run_1/congestion.png
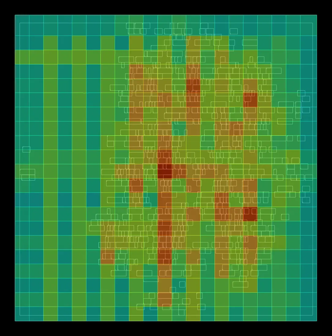
run_1/flops_by_reg.png
Drawn at 2 px/um. Other sequential cells in the stronger gray, the rest of the logic in the fainter gray.
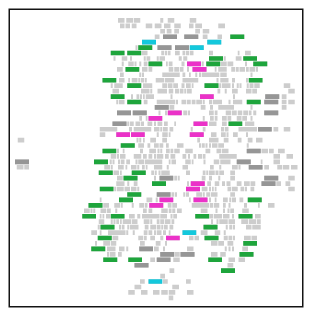
run_1/layer_met3.png
Drawn at 2 px/um.
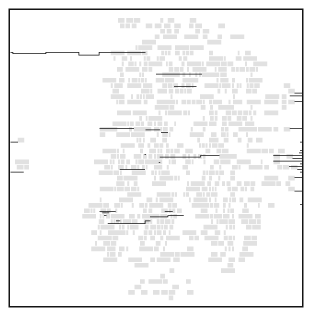
run_1/wires.png
Drawn at 2 px/um.
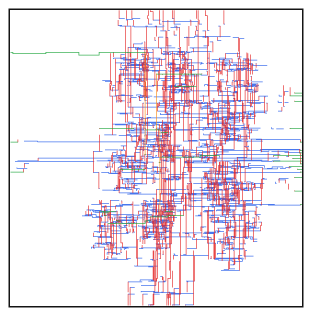
$ cat src/rtl/chimera_pmu_pkg.sv
// Shared types and sizing helpers for the chimera cluster power-management controller.
package chimera_pmu_pkg;

  typedef enum logic [2:0] {
    PmuOn      = 3'd0,
    PmuIsoWait = 3'd1,
    PmuClkOff  = 3'd2,
    PmuRstOn   = 3'd3,
    PmuOff     = 3'd4,
    PmuRstHold = 3'd5,
    PmuRstRel  = 3'd6,
    PmuIsoRel  = 3'd7
  } pmu_state_e;

  typedef enum logic {
    PmuOpDown = 1'b0,
    PmuOpUp   = 1'b1
  } pmu_op_e;

  // Wide enough to hold the longest wait plus one headroom bit for saturation.
  function automatic int pmu_cnt_width(input int rst_hold, input int clk_settle,
                                       input int ack_timeout);
    int longest;
    longest = rst_hold;
    if (clk_settle > longest) longest = clk_settle;
    if (ack_timeout > longest) longest = ack_timeout;
    return $clog2(longest) + 1;
  endfunction

endpackage

$ cat src/rtl/chimera_pmu_cluster_fsm.sv
// Power sequencer for a single cluster: isolation, clock gate and reset ordering with
// a per-cluster wait counter and a sticky acknowledge-timeout flag.
//
// state      | meaning
// -----------+---------------------------------------------------------------
// ON         | cluster powered and running, isolation released
// ISO_WAIT   | isolation requested, waiting for iso_ack high
// CLK_OFF    | clock gated, settling before reset
// RST_ON     | reset asserted for one cycle
// OFF        | isolated, clock gated, held in reset
// RST_HOLD   | clock running, reset held low
// RST_REL    | reset released, settling before isolation release
// ISO_REL    | isolation released, waiting for iso_ack low
module chimera_pmu_cluster_fsm
  import chimera_pmu_pkg::*;
#(
  parameter int RstHoldCycles   = 8,
  parameter int ClkSettleCycles = 4,
  parameter int AckTimeout      = 256
) (
  input  logic    clk_i,
  input  logic    rst_i,
  input  logic    start_i,
  input  pmu_op_e op_i,
  input  logic    err_clr_i,
  input  logic    iso_ack_i,
  output logic    idle_o,
  output logic    iso_en_o,
  output logic    clkgate_en_o,
  output logic    rst_no,
  output logic    status_on_o,
  output logic    busy_o,
  output logic    err_o
);

  localparam int CntW = pmu_cnt_width(RstHoldCycles, ClkSettleCycles, AckTimeout);
  localparam logic [CntW-1:0] HoldLast   = CntW'(RstHoldCycles - 1);
  localparam logic [CntW-1:0] SettleLast = CntW'(ClkSettleCycles - 1);
  localparam logic [CntW-1:0] AckLast    = CntW'(AckTimeout - 1);

  pmu_state_e      state_q, state_d;
  logic [CntW-1:0] cnt_q;
  logic            timeout;

  always_comb begin
    state_d = state_q;
    timeout = 1'b0;
    unique case (state_q)
      PmuOn:      if (start_i && op_i == PmuOpDown) state_d = PmuIsoWait;
      PmuIsoWait: begin
        if (iso_ack_i) begin
          state_d = PmuClkOff;
        end else if (cnt_q == AckLast) begin
          state_d = PmuOn;
          timeout = 1'b1;
        end
      end
      PmuClkOff:  if (cnt_q == SettleLast) state_d = PmuRstOn;
      PmuRstOn:   state_d = PmuOff;
      PmuOff:     if (start_i && op_i == PmuOpUp) state_d = PmuRstHold;
      PmuRstHold: if (cnt_q == HoldLast) state_d = PmuRstRel;
      PmuRstRel:  if (cnt_q == SettleLast) state_d = PmuIsoRel;
      PmuIsoRel: begin
        if (!iso_ack_i) begin
          state_d = PmuOn;
        end else if (cnt_q == AckLast) begin
          state_d = PmuOn;
          timeout = 1'b1;
        end
      end
      default:    state_d = PmuOn;
    endcase
  end

  assign idle_o = (state_q == PmuOn) || (state_q == PmuOff);

  // Outputs are decoded from the next state so they change on the same edge as the state.
  always_ff @(posedge clk_i) begin
    if (rst_i) begin
      state_q      <= PmuOn;
      cnt_q        <= '0;
      iso_en_o     <= 1'b0;
      clkgate_en_o <= 1'b1;
      rst_no       <= 1'b1;
      status_on_o  <= 1'b1;
      busy_o       <= 1'b0;
      err_o        <= 1'b0;
    end else begin
      state_q <= state_d;
      if (state_d != state_q) begin
        cnt_q <= '0;
      end else if (cnt_q != '1) begin
        cnt_q <= cnt_q + CntW'(1);
      end
      iso_en_o     <= !(state_d inside {PmuOn, PmuIsoRel});
      clkgate_en_o <= !(state_d inside {PmuClkOff, PmuRstOn, PmuOff});
      rst_no       <= !(state_d inside {PmuRstOn, PmuOff, PmuRstHold});
      status_on_o  <= (state_d == PmuOn);
      busy_o       <= !(state_d inside {PmuOn, PmuOff});
      if (timeout) begin
        err_o <= 1'b1;
      end else if (err_clr_i) begin
        err_o <= 1'b0;
      end
    end
  end

endmodule

$ cat src/rtl/chimera_pmu_ctrl.sv
// Cluster power-management controller: decodes one command per cycle onto independent
// per-cluster sequencers driving the wrapper's PMU isolation/clock/reset interface.
module chimera_pmu_ctrl
  import chimera_pmu_pkg::*;
#(
  parameter int NumClusters     = 5,
  parameter int RstHoldCycles   = 8,
  parameter int ClkSettleCycles = 4,
  parameter int AckTimeout      = 256,
  localparam int IdxW           = $clog2(NumClusters)
) (
  input  logic                   clk_i,
  input  logic                   rst_i,
  input  logic                   cmd_valid_i,
  output logic                   cmd_ready_o,
  input  logic [IdxW-1:0]        cmd_cluster_i,
  input  logic                   cmd_op_i,
  input  logic                   err_clr_i,
  output logic [NumClusters-1:0] status_on_o,
  output logic [NumClusters-1:0] busy_o,
  output logic [NumClusters-1:0] err_o,
  output logic [NumClusters-1:0] pmu_iso_en_clusters_o,
  input  logic [NumClusters-1:0] pmu_iso_ack_clusters_i,
  output logic [NumClusters-1:0] pmu_clkgate_en_clusters_o,
  output logic [NumClusters-1:0] pmu_rst_clusters_no
);

  logic [NumClusters-1:0] idle;
  logic [NumClusters-1:0] start;
  pmu_op_e                op;

  assign op = pmu_op_e'(cmd_op_i);

  // Out-of-range indices match no cluster, so they keep the default ready and are dropped.
  always_comb begin
    cmd_ready_o = 1'b1;
    for (int i = 0; i < NumClusters; i++) begin
      if (cmd_cluster_i == IdxW'(i)) cmd_ready_o = idle[i];
    end
  end

  always_comb begin
    start = '0;
    for (int i = 0; i < NumClusters; i++) begin
      start[i] = cmd_valid_i && cmd_ready_o && (cmd_cluster_i == IdxW'(i));
    end
  end

  for (genvar g = 0; g < NumClusters; g++) begin : g_cluster
    chimera_pmu_cluster_fsm #(
      .RstHoldCycles  (RstHoldCycles),
      .ClkSettleCycles(ClkSettleCycles),
      .AckTimeout     (AckTimeout)
    ) u_fsm (
      .clk_i       (clk_i),
      .rst_i       (rst_i),
      .start_i     (start[g]),
      .op_i        (op),
      .err_clr_i   (err_clr_i),
      .iso_ack_i   (pmu_iso_ack_clusters_i[g]),
      .idle_o      (idle[g]),
      .iso_en_o    (pmu_iso_en_clusters_o[g]),
      .clkgate_en_o(pmu_clkgate_en_clusters_o[g]),
      .rst_no      (pmu_rst_clusters_no[g]),
      .status_on_o (status_on_o[g]),
      .busy_o      (busy_o[g]),
      .err_o       (err_o[g])
    );
  end

endmodule

$ cat config.mk
export PLATFORM = sky130hd
export DESIGN_NAME = chimera_pmu_ctrl
export DESIGN_NICKNAME = d
export VERILOG_FILES = /design/src/rtl/chimera_pmu_pkg.sv /design/src/rtl/chimera_pmu_cluster_fsm.sv /design/src/rtl/chimera_pmu_ctrl.sv
export SDC_FILE = /design/constraint.sdc
export NUM_CORES = 1
export LEC_CHECK = 0
export CORE_AREA = 2 2 144 146
export CTS_CLUSTER_SIZE = 10
export DETAILED_ROUTE_END_ITERATION = 6
export DIE_AREA = 0 0 146 148
export GPL_TIMING_DRIVEN = 0
export SLEW_MARGIN = 15
export SYNTH_ARGS = -nofsm -noshare
export SYNTH_HDL_FRONTEND = slang
export SYNTH_SLANG_ARGS = --single-unit
export TNS_END_PERCENT = 10
$ cat constraint.sdc
create_clock -name clk_i -period 2.7 [get_ports clk_i]
set_input_delay 0.54 -clock clk_i [delete_from_list [all_inputs] [get_ports clk_i]]
set_output_delay 0.54 -clock clk_i [all_outputs]
set_load 0.02 [all_outputs]
==> flow_summary_export.csv, run 1 <==
group,metric,value,unit
final_layout,fin_nets,651,
placed_design,dpl_worst_slack,-0.2698,ns
synth,synth_area,0.004920,mm^2
sta,timing.final.crit_share,0.9580,
synth,synthMuxAreaShare,0.01806,
floorplanning,die_h,148,um
clocking,clkLatencyLatePin,0.35,ns
synth,flop_cell,"dfxtp_1",
status,outcome,"finished, final reports clean",
routing,highest_layer,"met4",
synth,yosysChipArea,0.004920,mm^2
critical_path,required,2.16,ns
routing,wl_met1,5336,um
routing,dr_wl_met3,313,um
synth,avgSynthCellArea,8.601,um^2
placed_design,routabilityCongestion,0.7867,
routing,vias_per_cell,4.454,
clocking,clkSinkCount,90,
clocking,root_buffer,"clkbuf_16",
floorplanning,fp-utilization,0.2455,
global_routing,overflow,0,
clocking,cts_made_buffers,9,
clocking,holdBufCountCts,0,
routing,wl_met2,5091,um
global_routing,grt_pass1_vias,3647,
final_layout,area_growth,21.54,%
synth,ys_seq_frac,0.3662,
placed_design,hpwl,7867,um
routing,wirelength,10860,um
sta,worstMarginPinSlew,0.7596,ns
synth,synth_flops,90,
sta,skew,0.009538,ns
global_routing,grt_pass1_wl,18260,um
run,warnings,31,
floorplanning,chipArea,0.02161,mm^2
synth,synth_adder_area_share,0.03815,
power,total_power,2864,uW
sta,slew_viol_final,0,
routing,firstDrtPassIters,4,
synth,async_reset_ff_frac,0,
sta,worst_slack,0.1133,ns
critical_path,arrival,2.05,ns
critical_path,slowest_stage,"clkdlybuf4s50_1",
synth,xor_area_frac,0.07121,
clocking,cts_buffer_depth,2,
synth,ys_top_logic_family,"simple AND/OR/NAND/NOR gates",
sta,max_freq,0.3866,GHz
sta,setup-violations-final,0,
synth,fp_nets,600,
routing,ant_nets,0,
clocking,cts_tree,"yes",
floorplanning,dieWidth,146,um
floorplanning,core,0.02004,mm^2
final_layout,layout_top_cell,"nor2_1",
floorplanning,rows,52,
synth,synthAoiAreaFrac,0.1406,
clocking,post_cts_buffers,0,
Back to the opening pictures, congestion.png:
met2 GRT Util: 0.1717
routed len/inst: 12.10 um
final core occ: 0.2984
Total GRT Usage: 0.1042
routing usage on met1: 0.1366

Back to the opening pictures, flops_by_reg.png:
color	signal	placed flops
green	g_cluster.u_fsm.cnt_q	45
cyan	g_cluster.u_fsm.status_on_o	5
magenta	g_cluster.u_fsm.state_q	15
not colored	25
Seq power: 1380 uW
storage element area: 0.001802 mm^2
Seq area share: 0.3013

Back to the opening pictures, layer_met3.png:
main direction	horizontal
share of all routed wire	2.9%

Back to the opening pictures, wires.png:
color	layer	wire length
blue	metal 1	5340 um
orange	metal 4	122 um
green	metal 3	313 um
red	metal 2	5090 um

run 1: metrics by stage:
step           cell area, um^2  hold slack, ns  cells  TNS [ns]
5_1_grt                   5979          0.5034    898  -0.01593
3_3_place_gp              5658          0.4858    882    -3.242
6_report                  5979          0.4940    898         0
2_1_floorplan             4920          0.4367    572         0
4_1_cts                   5949          0.4896    898         0
3_5_place_dp              5658          0.4896    882    -2.824
run 1: what timing repair did:
| action | 4_1_cts | 5_1_grt |
|---|---|---|
| pin swaps | 0 | 1 |
| hold endpoints to repair | 0 | 0 |
| gates cloned | 0 | 0 |
| gates resized | 1 | 5 |
| endpoints found under the setup margin | 1 | 25 |
run 1: sequential cells by signal (all words and copies together) (netlist names):
register and cells:
g_cluster.u_fsm.busy_o 5, g_cluster.u_fsm.iso_en_o 5, g_cluster.u_fsm.err_o 5, g_cluster.u_fsm.cnt_q 45
g_cluster.u_fsm.status_on_o 5, g_cluster.u_fsm.clkgate_en_o 5, g_cluster.u_fsm.rst_no 5, g_cluster.u_fsm.state_q 15
run 1: area by class of cell:
class                           instances  area (um^2)
Buffer                                 58        369.1
Sequential cell                        90         1802
Clock buffer                           10        239.0
Timing Repair Buffer                   40        400.4
Inverter                               15        56.30
Clock inverter                          6        53.80
Tap cell                              270        337.8
Multi-Input combinational cell        409         2721
Fill cell                            2168        14060
run 1: where the power goes:
group / internal (uW) / total (uW) / leakage, uW / switching (uW)
Clock: 668 / 1240 / 0.000142 / 577
Combinational: 107 / 235 / 0.00141 / 127
Sequential: 1360 / 1380 / 0.000729 / 24.7
run 1: cell usage after synthesis, types with 11 or more instances:
library cell  number  area [um^2]
nand2b_1          13        81.33
nor2b_1           11        68.82
ha_1              15        187.7
nor3_1            14        70.07
dfxtp_1           90         1802
nand2_1           29        108.9
a21oi_1           22        110.1
inv_1             15        56.30
xnor2_1           21        183.9
nand3_1           12        60.06
clkbuf_1          20        75.07
xor2_1            19        166.4
buf_4             32        240.2
nor2_1            93        349.1
run 1: worst max-delay path: cells and delay by family:
kind	cells	cell delay (ns)
AOI/OAI and AO/OA	2	0.24
and+or+nand+nor	3	0.44
buffers and inverters	2	0.83
run 1: routing by layer:
| layer | GRT usage | vias up |
|---|---|---|
| met2 | 0.1717 | 48 |
| li1 | - | 2078 |
| met5 | 0 | - |
| met4 | 0.02767 | 0 |
| met3 | 0.02562 | 8 |
| met1 | 0.1366 | 1866 |
run 1: path summary, 6_finish.rpt:
path | startpoint | end | slack [ns] | depth (start not counted)
max reg2reg | g_cluster[3].u_fsm.cnt_q[0] | g_cluster[3].u_fsm.cnt_q[2] | 0.26 | 9
max | cmd_cluster_i[2] | cmd_ready_o | 0.11 | 7
min reg2reg | g_cluster[4].u_fsm.err_o | g_cluster[4].u_fsm.err_o | 0.51 | 2
min | rst_i | g_cluster[3].u_fsm.state_q[2] | 0.49 | 2
run_1/clk_routes.png
Drawn at 2 px/um.
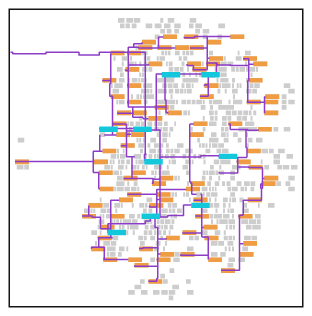

==> run 2, diff against run 1 <==
--- a/config.mk
+++ b/config.mk
@@ -10,6 +10,7 @@
 export DETAILED_ROUTE_END_ITERATION = 6
 export DIE_AREA = 0 0 146 148
 export GPL_TIMING_DRIVEN = 0
+export SETUP_SLACK_MARGIN = 0.5
 export SLEW_MARGIN = 15
 export SYNTH_ARGS = -nofsm -noshare
 export SYNTH_HDL_FRONTEND = slang
==> constraint.sdc (replaced) <==
create_clock -name clk_i -period 3.3 [get_ports clk_i]
set_input_delay 0.66 -clock clk_i [delete_from_list [all_inputs] [get_ports clk_i]]
set_output_delay 0.66 -clock clk_i [all_outputs]
set_load 0.02 [all_outputs]
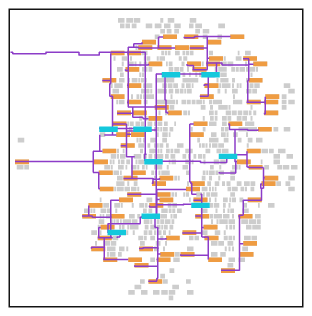
run_2/clk_routes.png
Drawn at 2 px/um.
[orange] flip-flops | count: 90
[cyan] clock drivers | count: 9
[purple] clock wires | length: 1320 um
routed clock nets	10

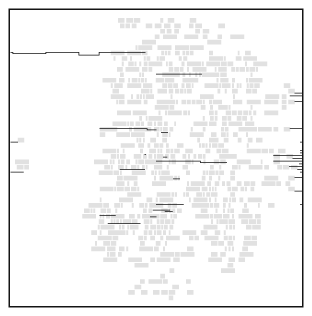
run_2/layer_met3.png
Drawn at 2 px/um.
nets with wire on the layer	28
main direction	horizontal
longest straight run	23.7 um
wire length on this layer	313 um
share of all routed wire	2.9%
Vias: 4000
M3 GR Usage: 0.02562
Total Wirelength: 10870 um

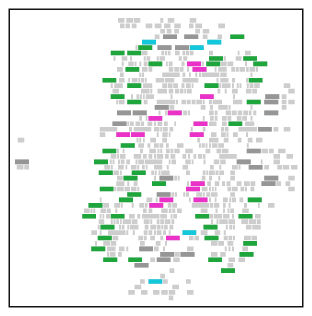
run_2/flops_by_reg.png
Drawn at 2 px/um. Other sequential cells in the stronger gray, the rest of the logic in the fainter gray.
color	signal	placed flops
magenta	g_cluster.u_fsm.state_q	15
cyan	g_cluster.u_fsm.status_on_o	5
green	g_cluster.u_fsm.cnt_q	45

==> flow_summary_export.csv, run 2 <==
group,metric,value,unit
floorplanning,rows,52,
synth,synth_flops,90,
synth,ys_seq_frac,0.3662,
final_layout,top_regs,"g_cluster.u_fsm.cnt_q: 45 flops, g_cluster.u_fsm.state_q: 15 flops",
sta,skew,0.009755,ns
synth,fp_nets,600,
routing,drc,0,
clocking,holdBufCountCts,0,
final_layout,largest_register_ffs,45,
final_layout,layout_top_cell,"nor2_1",
clocking,cts_made_buffers,9,
clocking,path_clk_slew,0.06,ns
synth,top_area_frac,0.3662,
critical_path,path_class,"in -> out",
placed_design,hpwl,7867,um
sta,rsz0062_at_grt,"true",
synth,async_reset_ff_frac,0,
critical_path,r2r_slack,0.85,ns
sta,worstMarginPinSlew,0.7328,ns
final_layout,top_register,"g_cluster.u_fsm.cnt_q",
synth,yosys-top-cells-count,"nor2_1, dfxtp_1, buf_4",
sta,slew_viol_final,0,
status,outcome,"finished, final reports clean",
placed_design,post_dp_cell_area,0.005658,mm^2
final_layout,postLayoutCellArea,0.005966,mm^2
clocking,clkLatencyLatePin,0.35,ns
floorplanning,fp-utilization,0.2455,
synth,yosysChipArea,0.004920,mm^2
sta,setup-violations-final,0,
floorplanning,die_h,148,um
synth,yosysWarnings,0,
min_path,min_path_cells,2,
placed_design,dpl_worst_slack,0.1656,ns
sta,finalCriticalPeriod,2.782,ns
floorplanning,chipArea,0.02161,mm^2
routing,routedWlPerCell,12.10,um
placed_design,dp.cells,882,
sta,setup_total_negative_slack,0,ns
critical_path,cp-end-kind,"output pin",
clocking,cts_tree,"yes",
final_layout,layoutNonFillerInstCount,898,
critical_path,slowest_stage,"clkdlybuf4s50_1",
sta,timing.final.crit_share,0.8431,
clocking,clkSinkCount,90,
global_routing,overflow,0,
run,warnings,32,
routing,vias_per_cell,4.454,
routing,firstDrtPassIters,4,
synth,synth_area,0.004920,mm^2
critical_path,required,2.64,ns
global_routing,grt_pass1_vias,3656,
clocking,cts_buffer_depth,2,
global_routing,grt_pass1_wl,18290,um
global_routing,track_usage,0.1043,
critical_path,arrival,2.12,ns
synth,flop_cell,"dfxtp_1",
synth,topCellsByArea,"dfxtp_1, nor2_1, buf_4, ha_1, xnor2_1",
placed_design,routabilityCongestion,0.7867,
final_layout,area_growth,21.26,%
synth,yosys.area.top_type,"dfxtp_1",
sta,max_freq,0.3594,GHz
routing,ant_nets,0,
final_layout,fin_nets,651,
clocking,root_buffer,"clkbuf_16",
floorplanning,core,0.02004,mm^2
floorplanning,dieWidth,146,um
critical_path,reg2reg_depth,8,
placed_design,io_buffer_count,40,
clocking,post_cts_buffers,0,
synth,avgSynthCellArea,8.601,um^2
sta,worst_slack,0.5177,ns
## run 2: through the flow
| stage | power (uW) | hold slack [ns] | utilization |
|---|---|---|---|
| 3_5_place_dp | 1348 | 0.4896 | 0.2823 |
| 4_1_cts | 2387 | 0.5106 | 0.2973 |
| 5_1_grt | 2448 | 0.5367 | 0.2977 |
| 3_3_place_gp | 1347 | 0.4858 | 0.2823 |
| 2_1_floorplan | 1283 | 0.4367 | - |
| 6_report | 2341 | 0.5057 | 0.2977 |
## run 2: power breakdown
| group | internal [uW] | total [uW] | switching (uW) | leakage (uW) |
|---|---|---|---|---|
| combinational | 87.3 | 190 | 103 | 0.00140 |
| clock | 546 | 1020 | 472 | 0.000142 |
| sequential | 1110 | 1130 | 20.2 | 0.000729 |
## run 2: worst paths after layout
kind | start | end
min reg2reg | g_cluster[0].u_fsm.err_o | g_cluster[0].u_fsm.err_o
min | g_cluster[0].u_fsm.err_o | g_cluster[0].u_fsm.err_o
max | cmd_cluster_i[2] | cmd_ready_o
max reg2reg | g_cluster[3].u_fsm.cnt_q[0] | g_cluster[3].u_fsm.cnt_q[7]
## run 2: what timing repair did
action	CTS	global route
pin swaps	0	0
resized	4	1
gates cloned	0	0
endpoints found under the setup margin	1	10
## run 2: logic make-up (layout without fill, tap and decap cells)
| logic type | count (synthesis) | in the layout | synth area share |
|---|---|---|---|
| fa+ha+maj | 15 | 15 | 0.03815 |
| flops | 90 | 90 | 0.3662 |
| buf+inv | 73 | 129 | 0.08647 |
| xor+xnor | 40 | 40 | 0.07121 |
| compound gates | 92 | 92 | 0.1406 |
| mux | 8 | 8 | 0.01806 |
| simple gates | 254 | 254 | 0.2793 |
## run 2: area by class of cell
class                           instances  area [um^2]
Fill cell                            2169        14070
Buffer                                 58        369.1
Multi-Input combinational cell        409         2706
Timing Repair Buffer                   40        401.6
Clock inverter                          6        53.80
Clock buffer                           10        239.0
Inverter                               15        56.30
Sequential cell                        90         1802
Tap cell                              270        337.8
## run 2: metal layers
metal	vias to the layer above	GRT usage	routed length, um
met3	7	0.02562	312
met1	1868	0.1368	5338
met2	46	0.1719	5093
met5	-	0	0
li1	2079	-	-
met4	0	0.02767	122
## run 2: worst max-delay path, delay by kind of cell
kind,cells,cell delay (ns)
buffers and inverters,2,0.78
AND/OR/NAND/NOR,3,0.44
AND-OR/OR-AND,2,0.24
run_2/congestion.png
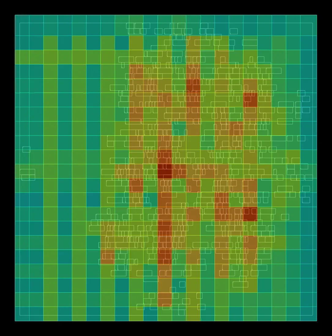

==> run 3, diff against run 2 <==
==> constraint.sdc (replaced) <==
create_clock -name clk_i -period 2.4 [get_ports clk_i]
set_input_delay 0.48 -clock clk_i [delete_from_list [all_inputs] [get_ports clk_i]]
set_output_delay 0.48 -clock clk_i [all_outputs]
set_load 0.02 [all_outputs]
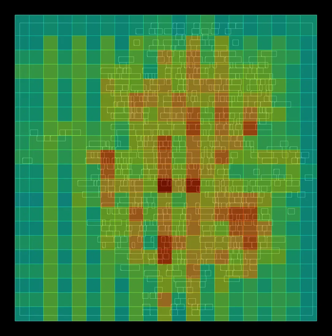
run_3/congestion.png
met2 GRT Util: 0.1802
M3 GR Usage: 0.02130
final core occ: 0.3271
layer with the highest usage: met2
routing usage on met1: 0.1351

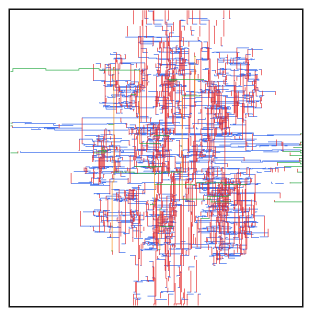
run_3/wires.png
Drawn at 2 px/um.
color	layer	wire length
orange	metal 4	240 um
red	metal 2	5440 um
green	metal 3	354 um
blue	metal 1	5490 um
Total Wirelength: 11520 um
routed len/inst: 12.51 um
Total GRT Usage: 0.1086
Vias: 4128

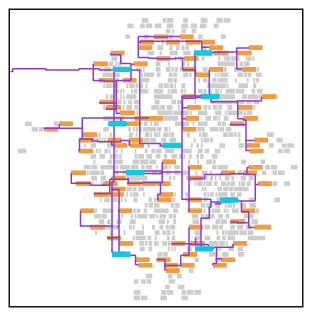
run_3/clk_routes.png
Drawn at 2 px/um.
[orange] flip-flops | count: 90
[cyan] clock drivers | count: 9
[purple] clock wires | length: 1270 um
routed clock nets	10

==> flow_summary_export.csv, run 3 <==
group,metric,value,unit
critical_path,r2r-start,"g_cluster[1].u_fsm.cnt_q[1]",
placed_design,dpl_worst_slack,-0.3846,ns
synth,topCellsByArea,"dfxtp_1, nor2_1, buf_4, ha_1, xnor2_1",
clocking,cts_buffer_depth,2,
global_routing,grt_pass1_wl,18830,um
placed_design,io_buffer_count,40,
placed_design,hpwl,7946,um
global_routing,grt_pass1_vias,3872,
synth,yosys-top-cells-count,"nor2_1, dfxtp_1, buf_4",
floorplanning,rows,52,
min_path,min-delay-start,"rst_i",
floorplanning,die_h,148,um
critical_path,required,2.64,ns
routing,firstDrtPassIters,4,
sta,finalCriticalPeriod,2.145,ns
clocking,clkLatencyLatePin,0.35,ns
clocking,path_clk_slew,0.07,ns
synth,yosysChipArea,0.004920,mm^2
sta,rsz0062_at_grt,"true",
synth,synth_area,0.004920,mm^2
routing,ant_nets,0,
final_layout,top_register,"g_cluster.u_fsm.cnt_q",
sta,skew,0.008886,ns
critical_path,slowest_stage,"o31ai_1",
final_layout,fin_nets,674,
status,outcome,"finished, final reports clean",
synth,flop_cell,"dfxtp_1",
final_layout,layout_top_cell,"nor2_1",
clocking,cts_tree,"yes",
floorplanning,core,0.02004,mm^2
critical_path,reg2reg_depth,7,
run,warnings,34,
sta,hold_ws,0.4264,ns
min_path,min_path_cells,2,
sta,slew_viol_final,0,
synth,ys_seq_frac,0.3662,
critical_path,r2r_slack,0.27,ns
sta,timing.final.crit_share,0.8936,
critical_path,reg2reg_to,"g_cluster[1].u_fsm.status_on_o",
run 3: cell types whose count changed in the layout (fill, tap and decap cells not counted), sizes merged, moves of 2 or more:
cell           previous run  this run
dlygate4sd2               0         4
inv                      19        17
clkbuf                   32        30
buf                      36        60
clkdlybuf4s50            39        34
bufinv                    0         3
run 3: layout make-up:
type	count	area, um^2	area share
inverters	15	56.30	0.008589
repair buffers	62	593.1	0.09048
well taps	270	337.8	0.05154
clock buffers	9	225.2	0.03436
clock inverters	7	122.6	0.01871
flip-flops and latches	90	1828	0.2789
multi-input cells	410	2999	0.4575
plain buffers	58	392.9	0.05994
run 3: worst max path at each step:
stage,start,end,slack [ns],depth (start not counted)
floorplan,g_cluster[1].u_fsm.cnt_q[1],g_cluster[1].u_fsm.cnt_q[0],0.37,6
global placement,cmd_cluster_i[2],cmd_ready_o,-0.39,7
detailed placement,cmd_cluster_i[2],cmd_ready_o,-0.38,7
CTS,g_cluster[1].u_fsm.cnt_q[1],g_cluster[1].u_fsm.cnt_q[2],0.25,7
global route,g_cluster[0].u_fsm.state_q[0],cmd_ready_o,0.17,7
finish,pmu_iso_ack_clusters_i[2],g_cluster[2].u_fsm.status_on_o,0.26,6
run 3: logic make-up after synthesis:
group	synth area share
DFF	0.3662
xor gates and xnor gates	0.07121
adders and majority gates	0.03815
buffers and inverters	0.08647
muxes	0.01806
AOI/OAI and AO/OA	0.1406
and+or+nand+nor	0.2793
run 3: repair_timing:
item / in CTS / in global routing
pin swaps: 11 / 9
gates resized: 54 / 46
hold buffers: 0 / 0
gates cloned: 1 / 0
buffers inserted: 16 / 6
endpoints found under the setup margin: 84 / 94
run 3: worst max-delay path, delay by kind of cell:
kind	cells	cell delay [ns]
AOI/OAI and AO/OA	2	0.74
and+or+nand+nor	2	0.44
buffers and inverters	2	0.73
run 3: power by group:
part / switching (uW) / internal, uW / total, uW
Clock: 623 / 1020 / 1650
Combinational: 160 / 158 / 318
Sequential: 33.4 / 1530 / 1570
run 3: per-stage QoR:
step           std cells  instance area [um^2]  utilization
2_1_floorplan        572                  4982            -
3_3_place_gp         882                  5720       0.2855
3_5_place_dp         882                  5720       0.2855
4_1_cts              915                  6389       0.3188
5_1_grt              921                  6555       0.3271
6_report             921                  6555       0.3271
run 3: metal layers:
layer,vias to the layer above,global-route usage,share of wire
met5,-,0,0
met4,0,0.05388,0.021
met1,1923,0.1351,0.48
li1,2127,-,-
met3,17,0.02130,0.031
met2,61,0.1802,0.47
Power and IR drop assume default switching activity.
